`src/rtl/nlc_horner_scheduler_pkg.sv`:
```
// Shared types and constants for the NLC Horner scheduler: FSM states,
// operand-select codes and number-format widths.
package nlc_horner_scheduler_pkg;

    localparam int unsigned SMC_W = 32;
    localparam int unsigned FP_W  = 21;

    typedef enum logic [3:0] {
        S_IDLE,
        S_CVI,
        S_NADD,
        S_NMUL,
        S_HMUL,
        S_HADD,
        S_CVO,
        S_WR,
        S_DONE
    } state_t;

    localparam logic [2:0] OP_SEL_C5          = 3'd5;
    localparam logic [2:0] OP_SEL_NEG_MEAN    = 3'd6;
    localparam logic [2:0] OP_SEL_RECIP_STDEV = 3'd7;
    localparam logic [2:0] K_START            = 3'd4;

endpackage

```
`src/rtl/nlc_horner_scheduler_op_timer.sv`:
```
// Wait counter shared by all arithmetic-unit waits: flags the issue cycle
// and raises a timeout once the wait exceeds TIMEOUT-1 cycles.
module nlc_horner_scheduler_op_timer #(
    parameter int unsigned TIMEOUT = 64
) (
    input  logic clk,
    input  logic reset,
    input  logic en_i,
    input  logic clr_i,
    output logic issue_o,
    output logic timeout_o
);

    localparam int unsigned CW = $clog2(TIMEOUT + 1);

    logic [CW-1:0] cnt_q, cnt_d;

    // Saturates at TIMEOUT so a stuck unit cannot wrap the count back to the issue value.
    always_comb begin
        cnt_d = cnt_q;
        if (clr_i) begin
            cnt_d = '0;
        end else if (en_i && (cnt_q != CW'(TIMEOUT))) begin
            cnt_d = cnt_q + CW'(1);
        end
    end

    always_ff @(posedge clk or posedge reset) begin
        if (reset) begin
            cnt_q <= '0;
        end else begin
            cnt_q <= cnt_d;
        end
    end

    assign issue_o   = en_i && (cnt_q == '0);
    assign timeout_o = en_i && (cnt_q > CW'(TIMEOUT - 1));

endmodule

```
`src/rtl/nlc_horner_scheduler.sv`:
```
// Sequences the shared fp_to_smc, multiplier, adder and smc_to_fp units to
// normalise and Horner-evaluate NCH ADC channels per frame.
module nlc_horner_scheduler
    import nlc_horner_scheduler_pkg::*;
#(
    parameter int unsigned NCH     = 16,
    parameter int unsigned TIMEOUT = 64
) (
    input  logic              clk,
    input  logic              reset,
    input  logic              srdyi,
    output logic              srdyo,
    output logic              busy_o,
    output logic              err_o,
    output logic [3:0]        ch_sel_o,
    output logic [2:0]        op_sel_o,
    input  logic [SMC_W-1:0]  op_data_i,
    output logic              cvi_srdyi_o,
    input  logic              cvi_srdyo_i,
    input  logic [SMC_W-1:0]  cvi_z_i,
    output logic [SMC_W-1:0]  mul_x_o,
    output logic [SMC_W-1:0]  mul_y_o,
    output logic              mul_srdyi_o,
    input  logic              mul_srdyo_i,
    input  logic [SMC_W-1:0]  mul_z_i,
    output logic [SMC_W-1:0]  add_x_o,
    output logic [SMC_W-1:0]  add_y_o,
    output logic              add_srdyi_o,
    input  logic              add_srdyo_i,
    input  logic [SMC_W-1:0]  add_z_i,
    output logic [SMC_W-1:0]  cvo_x_o,
    output logic              cvo_srdyi_o,
    input  logic              cvo_srdyo_i,
    input  logic [FP_W-1:0]   cvo_y_i,
    output logic              res_we_o,
    output logic [3:0]        res_ch_o,
    output logic [FP_W-1:0]   res_data_o
);

    state_t            state_q, state_d;
    logic [3:0]        ch_q, ch_d;
    logic [2:0]        k_q, k_d;
    logic [SMC_W-1:0]  xs_q, xs_d, xn_q, xn_d, acc_q, acc_d;
    logic [FP_W-1:0]   res_q, res_d;
    logic              err_q, err_d;
    logic              in_op, unit_done, issue, timeout, t_clr;

    assign in_op  = state_q inside {S_CVI, S_NADD, S_NMUL, S_HMUL, S_HADD, S_CVO};
    assign t_clr  = (state_d != state_q);
    assign busy_o = (state_q != S_IDLE);
    assign err_o  = err_q;

    nlc_horner_scheduler_op_timer #(
        .TIMEOUT (TIMEOUT)
    ) u_timer (
        .clk       (clk),
        .reset     (reset),
        .en_i      (in_op),
        .clr_i     (t_clr),
        .issue_o   (issue),
        .timeout_o (timeout)
    );

    always_ff @(posedge clk or posedge reset) begin
        if (reset) begin
            state_q <= S_IDLE;
            ch_q    <= '0;
            k_q     <= '0;
            xs_q    <= '0;
            xn_q    <= '0;
            acc_q   <= '0;
            res_q   <= '0;
            err_q   <= 1'b0;
        end else begin
            state_q <= state_d;
            ch_q    <= ch_d;
            k_q     <= k_d;
            xs_q    <= xs_d;
            xn_q    <= xn_d;
            acc_q   <= acc_d;
            res_q   <= res_d;
            err_q   <= err_d;
        end
    end

    always_comb begin
        state_d     = state_q;
        ch_d        = ch_q;
        k_d         = k_q;
        xs_d        = xs_q;
        xn_d        = xn_q;
        acc_d       = acc_q;
        res_d       = res_q;
        err_d       = err_q;
        unit_done   = 1'b0;
        srdyo       = 1'b0;
        ch_sel_o    = ch_q;
        op_sel_o    = '0;
        cvi_srdyi_o = 1'b0;
        mul_x_o     = '0;
        mul_y_o     = '0;
        mul_srdyi_o = 1'b0;
        add_x_o     = '0;
        add_y_o     = '0;
        add_srdyi_o = 1'b0;
        cvo_x_o     = '0;
        cvo_srdyi_o = 1'b0;
        res_we_o    = 1'b0;
        res_ch_o    = '0;
        res_data_o  = '0;

        case (state_q)
            S_IDLE: begin
                if (srdyi) begin
                    state_d = S_CVI;
                    ch_d    = '0;
                    err_d   = 1'b0;
                end
            end
            S_CVI: begin
                cvi_srdyi_o = issue;
                unit_done   = cvi_srdyo_i;
                if (unit_done) begin
                    xs_d    = cvi_z_i;
                    state_d = S_NADD;
                end
            end
            S_NADD: begin
                op_sel_o    = OP_SEL_NEG_MEAN;
                add_x_o     = xs_q;
                add_y_o     = op_data_i;
                add_srdyi_o = issue;
                unit_done   = add_srdyo_i;
                if (unit_done) begin
                    xs_d    = add_z_i;
                    state_d = S_NMUL;
                end
            end
            S_NMUL: begin
                op_sel_o    = OP_SEL_RECIP_STDEV;
                mul_x_o     = xs_q;
                mul_y_o     = op_data_i;
                mul_srdyi_o = issue;
                unit_done   = mul_srdyo_i;
                if (unit_done) begin
                    xn_d    = mul_z_i;
                    k_d     = K_START;
                    state_d = S_HMUL;
                end
            end
            S_HMUL: begin
                // On the first pass the accumulator is c5, read straight from the operand mux.
                op_sel_o    = OP_SEL_C5;
                mul_x_o     = (k_q == K_START) ? op_data_i : acc_q;
                mul_y_o     = xn_q;
                mul_srdyi_o = issue;
                unit_done   = mul_srdyo_i;
                if (unit_done) begin
                    acc_d   = mul_z_i;
                    state_d = S_HADD;
                end
            end
            S_HADD: begin
                op_sel_o    = k_q;
                add_x_o     = acc_q;
                add_y_o     = op_data_i;
                add_srdyi_o = issue;
                unit_done   = add_srdyo_i;
                if (unit_done) begin
                    acc_d = add_z_i;
                    if (k_q == '0) begin
                        state_d = S_CVO;
                    end else begin
                        k_d     = k_q - 3'd1;
                        state_d = S_HMUL;
                    end
                end
            end
            S_CVO: begin
                cvo_x_o     = acc_q;
                cvo_srdyi_o = issue;
                unit_done   = cvo_srdyo_i;
                if (unit_done) begin
                    res_d   = cvo_y_i;
                    state_d = S_WR;
                end
            end
            S_WR: begin
                res_we_o   = 1'b1;
                res_ch_o   = ch_q;
                res_data_o = res_q;
                if (ch_q == 4'(NCH - 1)) begin
                    state_d = S_DONE;
                end else begin
                    ch_d    = ch_q + 4'd1;
                    state_d = S_CVI;
                end
            end
            S_DONE: begin
                srdyo   = 1'b1;
                state_d = S_IDLE;
            end
            default: state_d = S_IDLE;
        endcase

        if (in_op && !unit_done && timeout) begin
            state_d = S_IDLE;
            err_d   = 1'b1;
        end
    end

endmodule

```
`config.mk`:
```
export PLATFORM = sky130hd
export DESIGN_NAME = nlc_horner_scheduler
export DESIGN_NICKNAME = d
export VERILOG_FILES = /design/src/rtl/nlc_horner_scheduler_pkg.sv /design/src/rtl/nlc_horner_scheduler_op_timer.sv /design/src/rtl/nlc_horner_scheduler.sv
export SDC_FILE = /design/constraint.sdc
export NUM_CORES = 1
export LEC_CHECK = 0
export ABC_AREA = 0
export CELL_PAD_IN_SITES_DETAIL_PLACEMENT = 0
export CELL_PAD_IN_SITES_GLOBAL_PLACEMENT = 2
export CORE_MARGIN = 8
export CORE_UTILIZATION = 23
export CTS_BUF_LIST = sky130_fd_sc_hd__clkbuf_8
export DETAILED_ROUTE_END_ITERATION = 12
export GPL_TIMING_DRIVEN = 0
export PLACE_DENSITY = 0.88
export SYNTH_ARGS = -nofsm -noshare
export SYNTH_HDL_FRONTEND = slang
export SYNTH_SLANG_ARGS = --single-unit
```
`constraint.sdc`:
```
create_clock -name clk -period 3.9 [get_ports clk]
set_input_delay 0.585 -clock clk [delete_from_list [all_inputs] [get_ports clk]]
set_output_delay 0.585 -clock clk [all_outputs]
set_load 0.005 [all_outputs]
```
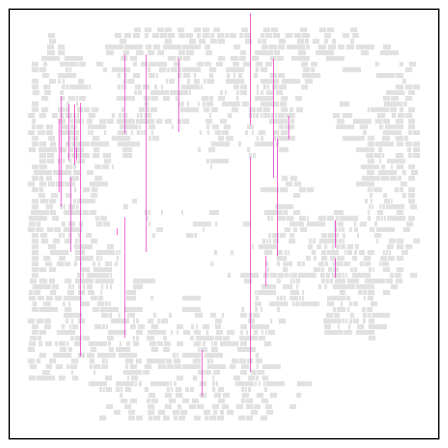
(images/m4.png)
Cells faint in the background.
The wires run mostly vertical. The layer carries 865 µm of wire. 15 nets have wire on it. The layer holds 2.1% of the routed length. The longest straight run is 120 µm.
DR vias: 8194
drt total wl: 42000 µm

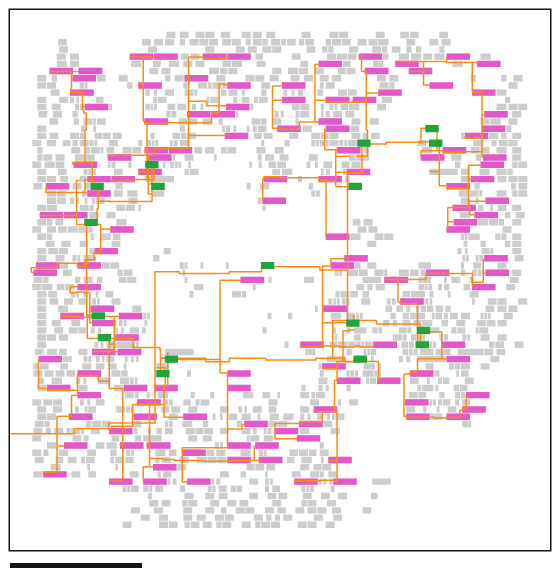
(images/clock_wires.png)
Scale bar: 50 µm.
Magenta stands for flip-flops, count 136. Green stands for clock-net drivers, count 17. Orange stands for clock wires, length 2490 µm.
Position of the flops: widely spread. There are 18 routed clock nets.
Max Clock Skew: 0.0209 ns
Clock group: 1.50 mW
Latency at later pin: 0.48 ns
Clock power frac: 16.4%

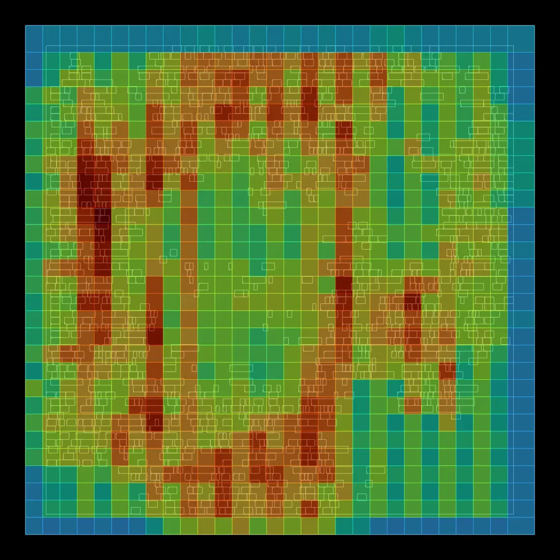
(images/congestion_map.png)
GRT busiest layer: met2
Final Util: 36.8%
GRT Total Usage: 19.5%

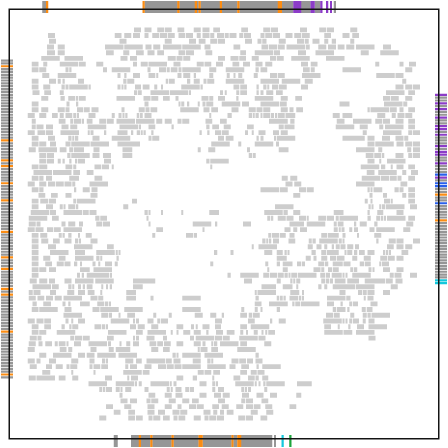
(images/pinout.png)
Pins as bars across the die edge, other pins in gray.
Green stands for reset, pins 1, direction input, edge bottom. Orange stands for mul_z_i, pins 32, direction input, edge 13 left, 9 top, 8 bottom, 2 right. Cyan stands for op_sel_o, pins 3, direction output, edge 2 right, 1 bottom. Blue stands for res_ch_o, pins 4, direction output, edge right. Purple stands for cvo_y_i, pins 21, direction input, edge 12 right, 9 top.
All pins by edge: 112 left, 99 top, 78 bottom, 67 right.
die height: 204 µm
Die W: 204 µm

==> impl_metrics.ini <==
; generated from flow reports
[final_timing]
fmax_mhz = 263
tightest_slew_ns = 1.10
fin_ws_ns = 0.0947
hold_viol = 0
finalSetupTns_ns = 0
slew_violations = 0
finalCritPeriodShare_pct = 97.6
setup_viol_count_final = 0
rsz0062_at_grt = true

[cts]
cts_resized = 30
clk_pin_slew_ns = 0.08
clock-sinks = 136
cts_tree = yes
hold_buffers = 0
cts-buffers-inserted = 17
htreeDepth = 4
cts_buffer_depth = 2

[synth]
synth.area.mux_share_pct = 19.6
yosysCellCount = 842
ys_ff = 136
yosys.area_share.aoi_pct = 15.5
ys_seq_share_pct = 41.9
logic_family = multiplexers
async_flop_share_pct = 100
ys_sh_xor_pct = 0.970
synthCells = 842
synth_cell_types = 45
synth.area.top_cells = dfrtp_1, mux2i_1, mux2_2
synthTopCellsByCount = dfrtp_1, mux2i_1, nand2_1
synth-main-ff-cell = dfrtp_1
most_common_cell = dfrtp_1
edf_count = 0
adder_share_pct = 0.770
avgSynthCellArea_um2 = 9.65
syn-num-nets = 1003
top_area_share_pct = 41.9

[finish]
final_nets = 1381
comb_area_um2 = 4440
antenna_cells = 0
final_layout_size_suffix_gt1_share_pct = 11.6
regArea_um2 = 3400
fillCellCount = 3588

[power]
p_switching_mw = 3.82
powerDensity_nw_per_um2 = 707
p_leak_nw = 5.29
pwr-share-comb_pct = 56.2
pwr-share-seq_pct = 27.4
power_mw = 9.14
intPower_mw = 5.32
ir_drop_v = 0.000306
switching_share_pct = 41.8

[worst_hold_path]
worstHoldPathType = register to register

[worst_setup_path]
end_kind = output port
path_max_fanout = 10
worst_path_max_delay_cell = clkdlybuf4s50_1
arrival_ns = 3.22
r2r_slack_ns = 0.66
cp_num_buf_inv = 3
crit_chain = buf_2 > nor2b_4 > nand2_1 > clkbuf_2 > o21ai_0 > clkdlybuf4s50_1
critPathLaunchType = register
crit_type = register to output port

[place]
io_buffers = 354
placed_area_um2 = 12300
dp_cells = 1661
dp_slack_ns = -0.442

[global_route]
grt_max_degree = 37
grt_overflow = 0
antenna_found_initial = 1
grt_first_pass_wirelength_um = 59800
grt_pass1_vias = 8563

[job]
max_cap_viol_count = 0
warnings = 29

[drt]
wire_per_inst_um = 24.8
vias_per_cell = 4.84
drc = 0

[floorplan]
core_um2 = 35100
io_pins = 356
fp_util_pct = 23.1

[status]
status = complete, no violations
[power by group through the flow]
| stage | logic [mW] | registers, mW | clock network (mW) |
|---|---|---|---|
| floorplan | 2.54 | 2.38 | 0 |
| finish | 5.13 | 2.50 | 1.50 |
| global placement | 5.07 | 2.49 | 0 |
| global route | 5.52 | 2.58 | 1.58 |
| CTS | 5.17 | 2.49 | 1.53 |
| detailed placement | 5.13 | 2.52 | 0 |
[final timing paths]
kind,from,end,depth (start not counted)
hold reg to reg,err_o,err_o,1
setup / recovery,state_q[2],mul_x_o[13],6
hold / removal,err_o,err_o,1
max in group asynchronous,reset,xs_q[27],5
min in group asynchronous,reset,xs_q[1],2
setup reg to reg,state_q[1],xs_q[4],8
[layout make-up]
| class | count | area share (%) |
|---|---|---|
| clock inverter | 10 | 1.45 |
| multi-input combinational | 627 | 34.3 |
| timing repair buffer | 359 | 28.1 |
| sequential | 136 | 26.3 |
| inverter | 10 | 0.320 |
| clock buffer | 22 | 2.34 |
| tap | 461 | 4.46 |
| buffer | 69 | 2.60 |
[placed cells by master, fill, tap and decap left out, types with 39 or more instances in the layout]
cell type	Yosys	final
clkdlybuf4s50_1	0	354
nor2_1	45	45
and2_1	60	60
a22o_1	64	64
dfrtp_1	136	136
mux2_2	53	53
o21ai_0	72	70
a21oi_1	39	39
mux2i_1	98	98
nand2_1	84	84
[state kept, by name, indices dropped and copies added, names as in the netlist]
signal         count
state_q            4
u_timer.cnt_q      7
xs_q              32
k_q                3
xn_q              32
err_o              1
ch_sel_o           4
acc_q             32
res_q             21
[metal layers]
metal | global-route usage (%) | vias up | wire length, µm
li1 | - | 3762 | -
met1 | 24.1 | 4022 | 17700
met2 | 32.4 | 362 | 20200
met3 | 5.88 | 46 | 3300
met4 | 6.02 | 2 | 864
met5 | 0 | - | 15
Power is estimated from default activity; no workload was simulated.
